Fig. 1: run 1, pin placement
(8 px per um) Pins as bars across the die edge, other pins in gray.
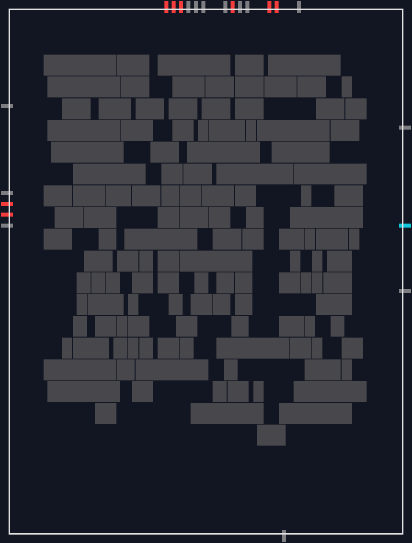
Fig. 2: run 1, signal wires by layer
(6 px per um) Only two layers are drawn.
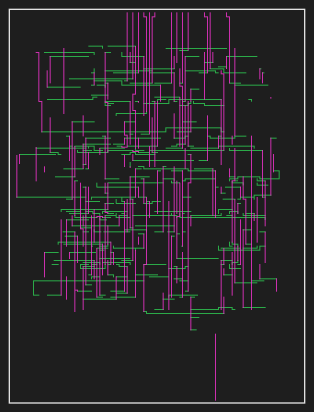
Fig. 3: run 1, placement view
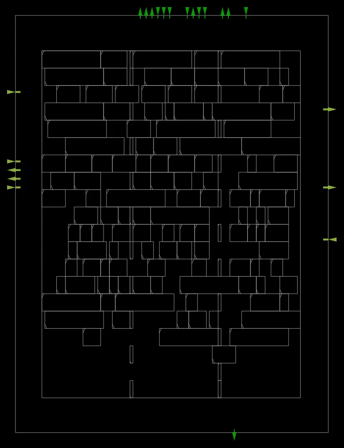
## src/rtl/rx_sync_pkg.sv

```systemverilog
// rx_sync_pkg
//   Shared definitions for the receive-side link synchroniser:
//   - state encoding of the link FSM (2'b11 is unused and recovers to SEARCH)
//   - default COM / IDLE symbol values
//   - counter widths for the COM-run, miss and error counters
package rx_sync_pkg;

  typedef enum logic [1:0] {
    ST_SEARCH = 2'b00,
    ST_SYNC   = 2'b01,
    ST_ACTIVE = 2'b10
  } state_t;

  localparam logic [7:0] COM_SYMBOL_DEF  = 8'hBC;
  localparam logic [7:0] IDLE_SYMBOL_DEF = 8'h7C;

  // com_cnt / miss_cnt width; limits up to 15 fit.
  localparam int CNT_W = 4;
  // err_count width, saturates at all-ones.
  localparam int ERR_W = 8;

endpackage

```

## src/rtl/rx_idle_sync_sat_counter.sv

```systemverilog
// sat_counter
//   Up-counter that stops at LIMIT instead of wrapping.
//   Ports:
//     clk      in   clock, rising edge
//     rst      in   asynchronous, active-high reset (count -> 0)
//     inc      in   count up by one (ignored once at LIMIT)
//     clr      in   synchronous clear, wins over inc
//     cnt      out  current count [W-1:0]
//     at_limit out  cnt == LIMIT
module sat_counter #(
  parameter int W     = 4,
  parameter int LIMIT = 15
) (
  input  logic         clk,
  input  logic         rst,
  input  logic         inc,
  input  logic         clr,
  output logic [W-1:0] cnt,
  output logic         at_limit
);

  assign at_limit = (cnt == W'(LIMIT));

  always_ff @(posedge clk or posedge rst) begin
    if (rst)                    cnt <= '0;
    else if (clr)               cnt <= '0;
    else if (inc && !at_limit)  cnt <= cnt + W'(1);
  end

endmodule

```

## src/rtl/rx_idle_sync.sv

```systemverilog
// rx_idle_sync
//   Receive-side link synchroniser feeding IDLE_OUT to the recirculation
//   demux. Hunts for SYNC_COUNT consecutive valid COM symbols, then goes
//   ACTIVE and forwards payload bytes; IDLE symbols raise IDLE_OUT, payload
//   lowers it. LOSS_COUNT consecutive valid_in-low cycles while ACTIVE drop
//   the link back to SEARCH. All outputs registered, 1 clk_f latency.
//
//   Optional build macro RX_ERR_COUNT_EN adds err_count, which counts
//   ACTIVE->SEARCH losses and SYNC->SEARCH aborts (saturating at 8'hFF).
//
//   Ports:
//     clk_f      in   byte clock, rising edge
//     reset      in   asynchronous, active-high
//     data_in    in   received byte [7:0]
//     valid_in   in   data_in qualifier
//     data_out   out  forwarded payload byte [7:0], holds when valid_out=0
//     valid_out  out  data_out qualifier, only ever 1 while ACTIVE
//     active     out  link synchronised
//     IDLE_OUT   out  1 = recirculate/idle, 0 = pass traffic
//     err_count  out  link error count [7:0] (RX_ERR_COUNT_EN only)
module rx_idle_sync
  import rx_sync_pkg::*;
#(
  parameter logic [7:0] COM_SYMBOL  = COM_SYMBOL_DEF,
  parameter logic [7:0] IDLE_SYMBOL = IDLE_SYMBOL_DEF,
  parameter int         SYNC_COUNT  = 4,
  parameter int         LOSS_COUNT  = 3
) (
  input  logic       clk_f,
  input  logic       reset,
  input  logic [7:0] data_in,
  input  logic       valid_in,
  output logic [7:0] data_out,
  output logic       valid_out,
  output logic       active,
  output logic       IDLE_OUT
`ifdef RX_ERR_COUNT_EN
  ,
  output logic [7:0] err_count
`endif
);

  state_t           state;
  logic [CNT_W-1:0] com_cnt, miss_cnt;
  logic             com_full, miss_full;
  logic             com_inc, com_clr, miss_inc, miss_clr, err_inc;

  logic is_com, is_idle, com_rx, com_last, miss_last;

  assign is_com  = (data_in == COM_SYMBOL);
  assign is_idle = (data_in == IDLE_SYMBOL);
  assign com_rx  = valid_in && is_com;

  // "Next increment reaches the limit": lets the transition happen on the
  // same edge that samples the deciding symbol.
  assign com_last  = (com_cnt  == CNT_W'(SYNC_COUNT - 1));
  assign miss_last = (miss_cnt == CNT_W'(LOSS_COUNT - 1));

  // Counter control, decoded from the current state and input.
  always_comb begin
    com_inc  = 1'b0;
    com_clr  = 1'b0;
    miss_inc = 1'b0;
    miss_clr = 1'b0;
    err_inc  = 1'b0;
    case (state)
      ST_SEARCH: begin
        miss_clr = 1'b1;
        com_inc  = com_rx;
        com_clr  = !com_rx;
      end
      ST_SYNC: begin
        miss_clr = 1'b1;
        if (com_rx) begin
          com_inc = 1'b1;
        end else if (valid_in) begin
          com_clr = 1'b1;
          err_inc = 1'b1;
        end
      end
      ST_ACTIVE: begin
        // com_cnt sits at SYNC_COUNT for the whole ACTIVE stay.
        if (valid_in) begin
          miss_clr = 1'b1;
        end else if (miss_last) begin
          miss_clr = 1'b1;
          com_clr  = 1'b1;
          err_inc  = 1'b1;
        end else begin
          miss_inc = 1'b1;
        end
      end
      default: begin
        com_clr  = 1'b1;
        miss_clr = 1'b1;
      end
    endcase
  end

  sat_counter #(.W(CNT_W), .LIMIT(SYNC_COUNT)) u_com_cnt (
    .clk      (clk_f),
    .rst      (reset),
    .inc      (com_inc),
    .clr      (com_clr),
    .cnt      (com_cnt),
    .at_limit (com_full)
  );

  sat_counter #(.W(CNT_W), .LIMIT(LOSS_COUNT)) u_miss_cnt (
    .clk      (clk_f),
    .rst      (reset),
    .inc      (miss_inc),
    .clr      (miss_clr),
    .cnt      (miss_cnt),
    .at_limit (miss_full)
  );

`ifdef RX_ERR_COUNT_EN
  logic err_full;

  sat_counter #(.W(ERR_W), .LIMIT((1 << ERR_W) - 1)) u_err_cnt (
    .clk      (clk_f),
    .rst      (reset),
    .inc      (err_inc),
    .clr      (1'b0),
    .cnt      (err_count),
    .at_limit (err_full)
  );

  // Saturation flags are handled inside the counters; nothing else needs them.
  logic unused_flags;
  assign unused_flags = com_full ^ miss_full ^ err_full;
`else
  logic unused_flags;
  assign unused_flags = com_full ^ miss_full ^ err_inc;
`endif

  // Link FSM with registered outputs.
  always_ff @(posedge clk_f or posedge reset) begin
    if (reset) begin
      state     <= ST_SEARCH;
      data_out  <= 8'h00;
      valid_out <= 1'b0;
      active    <= 1'b0;
      IDLE_OUT  <= 1'b1;
    end else begin
      case (state)
        ST_SEARCH: begin
          valid_out <= 1'b0;
          active    <= 1'b0;
          IDLE_OUT  <= 1'b1;
          if (com_rx) state <= ST_SYNC;
        end
        ST_SYNC: begin
          valid_out <= 1'b0;
          IDLE_OUT  <= 1'b1;
          if (com_rx && com_last) begin
            state  <= ST_ACTIVE;
            active <= 1'b1;
          end else if (valid_in && !is_com) begin
            state <= ST_SEARCH;
          end
        end
        ST_ACTIVE: begin
          if (valid_in) begin
            if (is_com) begin
              // alignment symbol mid-link: no data, IDLE_OUT unchanged
              valid_out <= 1'b0;
            end else if (is_idle) begin
              valid_out <= 1'b0;
              IDLE_OUT  <= 1'b1;
            end else begin
              data_out  <= data_in;
              valid_out <= 1'b1;
              IDLE_OUT  <= 1'b0;
            end
          end else begin
            valid_out <= 1'b0;
            if (miss_last) begin
              state    <= ST_SEARCH;
              active   <= 1'b0;
              IDLE_OUT <= 1'b1;
            end
          end
        end
        default: begin
          state     <= ST_SEARCH;
          valid_out <= 1'b0;
          active    <= 1'b0;
          IDLE_OUT  <= 1'b1;
        end
      endcase
    end
  end

endmodule

```

## config.mk

```make
export PLATFORM = sky130hd
export DESIGN_NAME = rx_idle_sync
export DESIGN_NICKNAME = d
export VERILOG_FILES = /design/src/rtl/rx_sync_pkg.sv /design/src/rtl/rx_idle_sync_sat_counter.sv /design/src/rtl/rx_idle_sync.sv
export SDC_FILE = /design/constraint.sdc
export NUM_CORES = 1
export LEC_CHECK = 0
export CORE_ASPECT_RATIO = 1.4
export CORE_MARGIN = 4
export CORE_UTILIZATION = 44
export DETAILED_ROUTE_END_ITERATION = 12
export PLACE_DENSITY = 0.78
export SLEW_MARGIN = 20
export SYNTH_ARGS = -nofsm -noshare
export SYNTH_HDL_FRONTEND = slang
export SYNTH_SLANG_ARGS = --single-unit
```

## constraint.sdc

```tcl
create_clock -name clk_f -period 1.65 [get_ports clk_f]
set_input_delay 0.165 -clock clk_f [delete_from_list [all_inputs] [get_ports clk_f]]
set_output_delay 0.165 -clock clk_f [all_outputs]
set_load 0.01 [all_outputs]
```

==> job_summary.md, run 1 <==
### Metrics collected by this job

| Metric | Value |
|---|---|
| TritonCTS Buffers | 3 |
| Layout cells sized above 1 | a little over a fifth |
| M1 GR Usage | 16.67% |
| Post-synthesis cell type with the largest combined area | dfrtp_1 |
| Critical path type | register to output pin |
| FP Core Util | a little under half |
| CP top delay family | flip-flops |
| Via count of the first global-routing pass | around 800 |
| Slew Limit Fails | 0 |
| Prevailing post-synth register cell | dfrtp_1 |
| CORE AREA | roughly 2200 sq um |
| Die W | between 40 and 50 um |
| Die Area | between 3000 and 4000 sq um |
| Root Buffer Master | clkbuf_4 |
| Layout area overhead | 33.25% |
| Startpoint Class | register |
| YS warnings | 0 |
| Antenna viol nets, final | 0 |
| Slowest stage cell, crit path | dfstp_2 |
| Worst-path clk slew | around 0.11 ns |
| Post-synth top cells | dfrtp_1 (20), mux2_2 (9), inv_1 (8), a21oi_1 (6), nor2_1 (6) |
| Overflow left after global routing | 0 |
| Cell Area, Synth | approximately 1000 sq um |
| Boundary pin count | 22 |
| Status | completed |
| Diode count | 0 |
| Most common cell in the synthesized netlist | dfrtp_1 |
| Warning total across the stage logs | 28 |
| Final tally of setup violations | 0 |
| Period utilisation layout | just over 90% |
| Crit-path max cell delay | 0.55 ns |
| Registers, synthesis | 21 |
| Syn_nets | between 100 and 150 |
| Syn Area/Cell | 11.01 sq um |
| Type of the tightest min-delay check | primary input to async pin |
| Max frequency | roughly 0.65 GHz |
| Post-CTS Hold Fix Bufs | 0 |
| PwrDens | between 500 and 600 nW/um^2 |
| Clock Sinks | 21 |
| Placer Congestion | between 0.7 and 0.8 |
| Final min period | ~1.5 ns |
| CP bufs+invs | 1 |
| Number of antenna violations at the first check in global routing | 0 |
| WP depth | 1 |
| Vias per Instance | 5.227 |
| Postcts setup bufs | 0 |
| Final total power | 0.0008038 W |
| Ys cells | 94 |
Notes on Fig. 1 above:
color	port	pins	direction	edge
cyan	IDLE_OUT	1	output	right
red	data_out	8	output	6 top, 2 left
all pins by edge	13 top, 5 left, 3 right, 1 bottom
PortBufs: 21
die height: 65.38 um

Notes on Fig. 2 above:
color	layer	wire length
magenta	metal 2	1060 um
green	metal 1	831 um
Routed wire per std cell: 13.19 um
GRT Util Overall: 13.94%

Notes on Fig. 3 above:
Tapcells: 22
FP Rows: 20
post-layout util: 62.61%
tally of non-filler cells in the final layout: 150

## run 1: routing by layer
metal	up-vias	wire (um)
met4	0	34
met1	374	831
li1	394	-
met2	11	1064
met5	-	0
met3	5	48
## run 1: sequential cells by signal, indices dropped and copies added, names as in the netlist
| signal | count |
|---|---|
| data_out | 8 |
| u_miss_cnt.cnt | 4 |
| u_com_cnt.cnt | 4 |
| state | 2 |
| valid_out | 1 |
| active | 1 |
| IDLE_OUT | 1 |
## run 1: cell type report
cell class | instances | area, sq um
clock inverter | 1 | 5.005
multi-input combinational | 63 | 461.7
tap | 22 | 27.53
inverter | 8 | 30.03
fill | 182 | 823.3
clock buffer | 3 | 22.52
timing repair buffer | 32 | 305.3
sequential | 21 | 526.8
## run 1: cells in the final DEF, fill, tap and decap left out, types with 3 or more instances in the layout
| cell type | synthesis | layout |
|---|---|---|
| dfrtp_1 | 20 | 20 |
| ha_1 | 4 | 4 |
| mux2_2 | 9 | 9 |
| nand2_1 | 5 | 5 |
| clkbuf_4 | 0 | 3 |
| nor2_1 | 6 | 6 |
| buf_4 | 0 | 10 |
| clkdlybuf4s50_1 | 0 | 21 |
| o21ai_0 | 3 | 3 |
| a21oi_1 | 6 | 6 |
| nand2b_1 | 3 | 3 |
| inv_1 | 8 | 8 |
## run 1: worst paths after layout
check,startpoint,endpoint,slack [ns]
worst max-delay path,IDLE_OUT$_DFFE_PP1P_,IDLE_OUT,0.11
worst min-delay path,reset,data_out[1]$_DFFE_PP0P_,0.17
worst max register to register,u_com_cnt.cnt[0]$_DFFE_PP0P_,u_com_cnt.cnt[3]$_DFFE_PP0P_,0.11
worst min register to register,data_out[0]$_DFFE_PP0P_,data_out[0]$_DFFE_PP0P_,0.52
max in group asynchronous,reset,IDLE_OUT$_DFFE_PP1P_,1.21
min in group clk_f,data_in[2],data_out[2]$_DFFE_PP0P_,0.49
## run 1: kinds of logic after synthesis
family | after synthesis | share of synthesized area, %
simple gates | 29 | 16.20
buf+inv | 10 | 4.474
compound gates | 18 | 11.25
flops | 21 | 50.91
xor+xnor | 3 | 2.540
fa+ha+maj | 4 | 4.837
mux | 9 | 9.795
## run 1: where the power goes
group | internal, W | switching [W] | total [W] | leakage (nW)
combinational | 0.0000296 | 0.0000210 | 0.0000505 | 0.290
sequential | 0.000515 | 0.0000000947 | 0.000515 | 0.290
clock | 0.0000903 | 0.000148 | 0.000239 | 0.0177
## run 1: per-stage QoR
stage / area, sq um / hold WS, ns / worst slack (ns) / TNS (ns) / cells
6_report: 1379 / 0.1733 / 0.1069 / 0 / 150
5_1_grt: 1379 / 0.2061 / -0.0007652 / -0.0007652 / 150
4_1_cts: 1364 / 0.1843 / 0.07616 / 0 / 148
3_5_place_dp: 1336 / 0.4938 / -0.1825 / -1.831 / 144
3_3_place_gp: 1336 / 0.4905 / -0.1262 / -1.253 / 144
2_1_floorplan: 1035 / 0.1408 / 0.09440 / 0 / 94
Fig. 4: run 1, the metal 2 layer
(6 px per um)
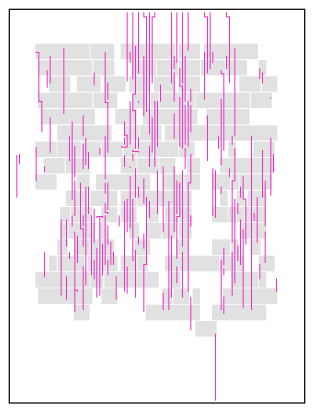

==> run 2, diff against run 1 <==
--- a/config.mk
+++ b/config.mk
@@ -9,6 +9,7 @@
 export CORE_MARGIN = 4
 export CORE_UTILIZATION = 44
 export DETAILED_ROUTE_END_ITERATION = 12
+export GPL_TIMING_DRIVEN = 0
 export PLACE_DENSITY = 0.78
 export SLEW_MARGIN = 20
 export SYNTH_ARGS = -nofsm -noshare
Fig. 5: run 2, the metal 2 layer
(6 px per um)
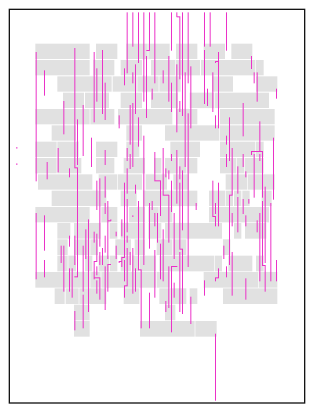
main direction	vertical
share of all routed wire	54%
met2 Usage GRT: 22.06%
via count: 768

Fig. 6: run 2, placement view
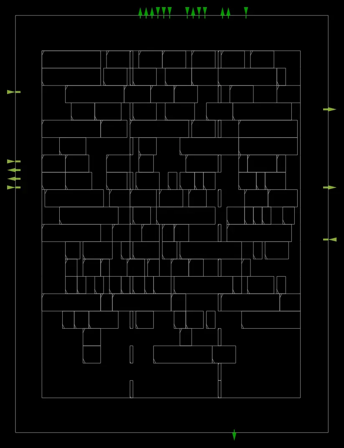
post-layout util: 61.53%
flip-flops: 21
tally of non-filler cells in the final layout: 144
CORE AREA: 2202 sq um

Fig. 7: run 2, supply network
(8 px per um) Pins as bars on the die edge. Tap cells in gray.
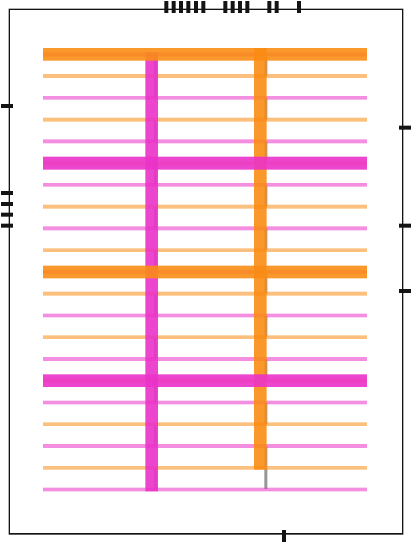
color	net
orange	VDD
magenta	VSS
rows	20
met5 straps	4
met1 rails	21
tap cells	22
signal pins	22
Die W: 48.99 um
Worst IR Drop VDD: 0.0005101 V

==> job_summary.md, run 2 <==
### Metrics collected by this job

| Metric | Value |
|---|---|
| Syn_nets | 109 (unchanged) |
| Worst-path clk slew | 0.11 ns (about the same) |
| PwrDens | 587.1 nW/um^2 (+0.70%) |
| Registers, synthesis | 21 (unchanged) |
| Worst R2R Setup Slack | 0.11 ns (about the same) |
| Ys cells | 94 (unchanged) |
| Design Area, Final | 1355 sq um (-1.7%) |
| Slew Limit Fails | 0 (unchanged) |
| FP Core Util | 46.99% (unchanged) |
| Multi-input gate area | 495.5 sq um (+7.3%) |
| FP Rows | 20 (unchanged) |
| Reg2reg end | u_com_cnt.cnt[3]$_DFFE_PP0P_ |
| CP startpoint | data_in[1] |
| Reg2Reg Launch Point | u_com_cnt.cnt[0]$_DFFE_PP0P_ |
| Critical path type | primary input to register |
| TritonCTS Buffers | 3 (unchanged) |
| Startpoint Class | primary input |
| Most common cell in the synthesized netlist | dfrtp_1 |
| Largest regs | data_out x8, u_com_cnt.cnt x4, u_miss_cnt.cnt x4 |
| Tightest hold margin | 0.2977 ns (+0.1245 ns) |
| Final min period | 1.551 ns (+0.008214 ns) |
| FF/Latch Area | 526.8 sq um (unchanged) |
| GRT Util Overall | 13.50% (-0.44 points) |
| Syn Area/Cell | 11.01 sq um (unchanged) |
| Top cells excl fill/tap | clkdlybuf4s50_1 (21), dfrtp_1 (20), mux2_2 (9) |
| Status | completed |
run 2: final cells by class:
type                    count  area share [%]
repair buffers             24           17.17
plain buffers               2           1.200
well taps                  22           2.031
multi-input cells          63           36.57
inverters                   8           2.216
clock buffers               4           1.939
flip-flops and latches     21           38.87
run 2: worst min path at each step:
stage / startpoint / to / slack [ns] / cells after the start
after CTS: reset / state[0]$_DFFE_PP0P_ / 0.32 / 2
after floorplan: reset / active$_DFFE_PP0P_ / 0.14 / 1
after detailed placement: data_out[0]$_DFFE_PP0P_ / data_out[0]$_DFFE_PP0P_ / 0.50 / 1
after global routing: reset / u_miss_cnt.cnt[3]$_DFFE_PP0P_ / 0.38 / 2
after global placement: data_out[5]$_DFFE_PP0P_ / data_out[5]$_DFFE_PP0P_ / 0.49 / 1
final: reset / valid_out$_DFF_PP0_ / 0.30 / 2
run 2: critical path, stage by stage:
cell	delay (ns)
clkdlybuf4s50_1	0.47
and4bb_2	0.27
nand4_1	0.09
and3_1	0.14
buf_2	0.22
mux2_2	0.37
run 2: power by group:
part / leakage (nW) / switching, W / internal, W / total (W)
clock network: 0.0150 / 0.000141 / 0.0000939 / 0.000235
logic: 0.270 / 0.0000203 / 0.0000250 / 0.0000453
registers: 0.290 / 0.000000158 / 0.000515 / 0.000515
run 2: what timing repair did:
item,CTS,global route
buffers inserted,0,3
endpoints found under the setup margin,7,12
pin swaps,0,2
resized,1,5
run 2: logic make-up after synthesis:
logic type / after synthesis / share of synthesized area (%)
AND/OR/NAND/NOR: 29 / 16.20
XOR/XNOR: 3 / 2.540
buffers and inverters: 10 / 4.474
multiplexers: 9 / 9.795
flip-flops: 21 / 50.91
AND-OR/OR-AND: 18 / 11.25
adder cells (fa/ha/maj): 4 / 4.837
run 2: metal layers:
metal  part of all wire, %  global-route usage, %  vias to the layer above
met2                    54                  22.06                        8
met4                   1.1                  6.061                        0
met1                    42                  16.93                      370
met3                   3.1                  2.948                        2
li1                      -                      -                      388
met5                     0                      0                        -
run 2: metrics by stage:
step | cells | total power (W) | setup WS (ns) | util, %
floorplan | 94 | 0.0005381 | 0.09440 | -
global placement | 137 | 0.0005698 | -0.2007 | 57.78
detailed placement | 137 | 0.0005701 | -0.2163 | 57.78
CTS | 141 | 0.0008068 | 0.01386 | 59.32
global route | 144 | 0.0008384 | -0.01244 | 61.53
finish | 144 | 0.0007955 | 0.09871 | 61.53
Fig. 8: run 2, pin placement
(8 px per um) Pins as bars across the die edge, other pins in gray.
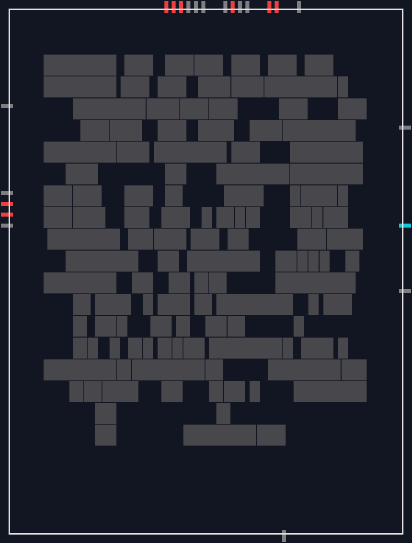

==> run 3, diff against run 2 <==
--- a/config.mk
+++ b/config.mk
@@ -7,10 +7,10 @@
 export LEC_CHECK = 0
 export CORE_ASPECT_RATIO = 1.4
 export CORE_MARGIN = 4
-export CORE_UTILIZATION = 44
+export CORE_UTILIZATION = 53
 export DETAILED_ROUTE_END_ITERATION = 12
 export GPL_TIMING_DRIVEN = 0
-export PLACE_DENSITY = 0.78
+export PLACE_DENSITY = 0.88
 export SLEW_MARGIN = 20
 export SYNTH_ARGS = -nofsm -noshare
 export SYNTH_HDL_FRONTEND = slang
==> constraint.sdc (replaced) <==
create_clock -name clk_f -period 1.92 [get_ports clk_f]
set_input_delay 0.192 -clock clk_f [delete_from_list [all_inputs] [get_ports clk_f]]
set_output_delay 0.192 -clock clk_f [all_outputs]
set_load 0.01 [all_outputs]
Fig. 9: run 3, pin placement
(8 px per um) Pins as bars across the die edge, other pins in gray.
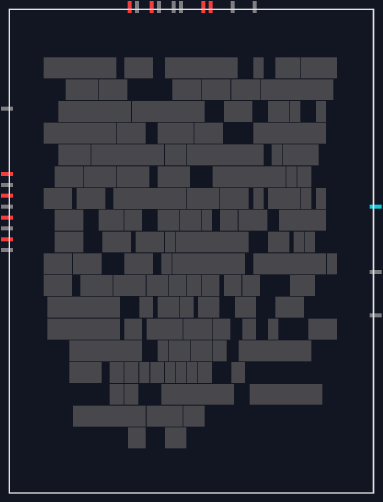
color	port	pins	direction	edge
cyan	IDLE_OUT	1	output	right
red	data_out	8	output	4 top, 4 left
die height: 60.28 um
Die W: 45.35 um

Fig. 10: run 3, signal wires by layer
(6 px per um) Only two layers are drawn.
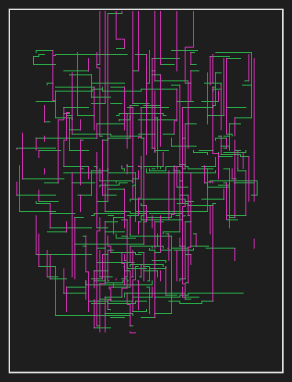
color	layer	wire length
magenta	metal 2	1110 um
green	metal 1	774 um
final wirelength: 2.022 mm
via count: 786

==> job_summary.md, run 3 <==
### Metrics collected by this job

| Metric | Value |
|---|---|
| Status | completed |
| GRT Util Overall | 16.18% (+2.7 points) |
| P_int | 0.0005450 W (-14%) |
| Worst-path clk slew | 0.11 ns (about the same) |
| CORE AREA | 1802 sq um (-18%) |
| Registers, synthesis | 21 (unchanged) |
| Postcts setup bufs | 0 (unchanged) |
| Clk network pwr share | 30.6% (+1.0 points) |
| Worst slack, placed | -0.008080 ns (+0.2083 ns) |
| Tightest hold margin | 0.3168 ns (+0.01901 ns) |
| Slew Limit Fails | 0 (unchanged) |
| Logic pwr share | 5.6% (about the same) |
| Reg2Reg Launch Point | u_miss_cnt.cnt[0]$_DFFE_PP0P_ |
| Grt peak-use layer | met2 |
| Top cells excl fill/tap | clkdlybuf4s50_1 (21), dfrtp_1 (20), mux2_2 (9) |
| FP Rows | 18 (-10%) |
| Reg2reg end | u_com_cnt.cnt[3]$_DFFE_PP0P_ |
| Worst IR Drop VDD | 0.0003864 V (-24%) |
| Post-layout util | 72.36% (+11 points) |
| Design Area, Final | 1304 sq um (-3.8%) |
| Largest regs | data_out x8, u_com_cnt.cnt x4, u_miss_cnt.cnt x4 |
| PwrDens | 531.6 nW/um^2 (-9.4%) |
| Yosys synthesis chip area | 1035 sq um |
| NetSw | 0.0001481 W (-8.6%) |
| Top cell excl fill/tap | clkdlybuf4s50_1 |
| Critical path type | register to register |
| Most common cell in the synthesized netlist | dfrtp_1 |
| FP Core Util | 57.43% (+10 points) |
| Final min period | approximately 1.7 ns |
| TritonCTS Buffers | 3 (unchanged) |
| Syn_nets | 109 (unchanged) |
| Ys cells | 94 (unchanged) |
| Setup ws final | 0.2552 ns (+0.1565 ns) |
| Switching portion of total power | 21.37% (+1.0 points) |
| Grt met3 use | 2.410% (-0.54 points) |
| Worst R2R Setup Slack | 0.26 ns (+0.15 ns) |
Fig. 11: run 3, the metal 2 layer
(6 px per um)
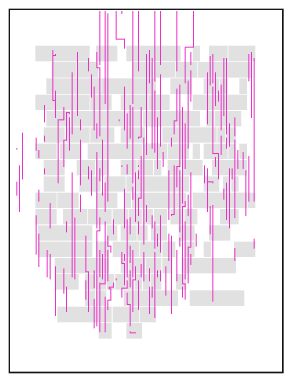
nets with wire on the layer	119
longest straight run	31.3 um
main direction	vertical
met2 Usage GRT: 27.53%

## run 3: timing repair
item | 4_1_cts | 5_1_grt
gates resized | 0 | 1
endpoints found under the setup margin | 0 | 4
hold buffers | 0 | 0
## run 3: layout make-up
type                            instances  area [sq um]
Inverter                                8         30.03
Tap cell                               20         25.02
Fill cell                             138         498.0
Clock buffer                            4         26.28
Buffer                                  2         16.27
Timing Repair Buffer                   21         210.2
Sequential cell                        21         526.8
Multi-Input combinational cell         63         469.2
## run 3: power groups by stage
stage,clock (W),sequential [W],combinational (W)
2_1_floorplan,0,0.000451,0.0000116
3_3_place_gp,0,0.000451,0.0000382
3_5_place_dp,0,0.000451,0.0000393
4_1_cts,0.000216,0.000442,0.0000393
5_1_grt,0.000242,0.000443,0.0000419
6_report,0.000212,0.000442,0.0000388
## run 3: worst max-delay path, cell delays in order, from the launching register on
cell and delay, ns:
dfrtp_1 0.44, inv_1 0.07, ha_1 0.18, inv_1 0.06
o41ai_2 0.46, o211a_1 0.29, a21oi_1 0.06
## run 3: how the worst max path moves through the flow
| stage | startpoint | end |
|---|---|---|
| floorplan | u_miss_cnt.cnt[0]$_DFFE_PP0P_ | u_com_cnt.cnt[2]$_DFFE_PP0P_ |
| global placement | data_in[1] | data_out[2]$_DFFE_PP0P_ |
| detailed placement | data_in[1] | data_out[1]$_DFFE_PP0P_ |
| CTS | u_miss_cnt.cnt[0]$_DFFE_PP0P_ | u_com_cnt.cnt[3]$_DFFE_PP0P_ |
| global route | u_miss_cnt.cnt[0]$_DFFE_PP0P_ | u_com_cnt.cnt[3]$_DFFE_PP0P_ |
| finish | u_miss_cnt.cnt[0]$_DFFE_PP0P_ | u_com_cnt.cnt[3]$_DFFE_PP0P_ |
## run 3: cells by family (layout without fill, tap and decap cells)
group	Yosys count	after routing	synth area share, %
mux	9	9	9.795
simple gates	29	29	16.20
flops	21	21	50.91
buf+inv	10	35	4.474
fa+ha+maj	4	4	4.837
compound gates	18	18	11.25
xor+xnor	3	3	2.540
## run 3: routing by layer
layer | up-vias | routed length (um)
li1 | 381 | -
met1 | 378 | 774
met2 | 22 | 1107
met3 | 5 | 92
met4 | 0 | 48
met5 | - | 0
## run 3: through the flow
stage          power (W)  instances
2_1_floorplan  0.0004624         94
3_3_place_gp   0.0004891        135
6_report       0.0006931        139
3_5_place_dp   0.0004902        135
4_1_cts        0.0006982        139
5_1_grt        0.0007270        139
Power is estimated from default activity; no workload was simulated.
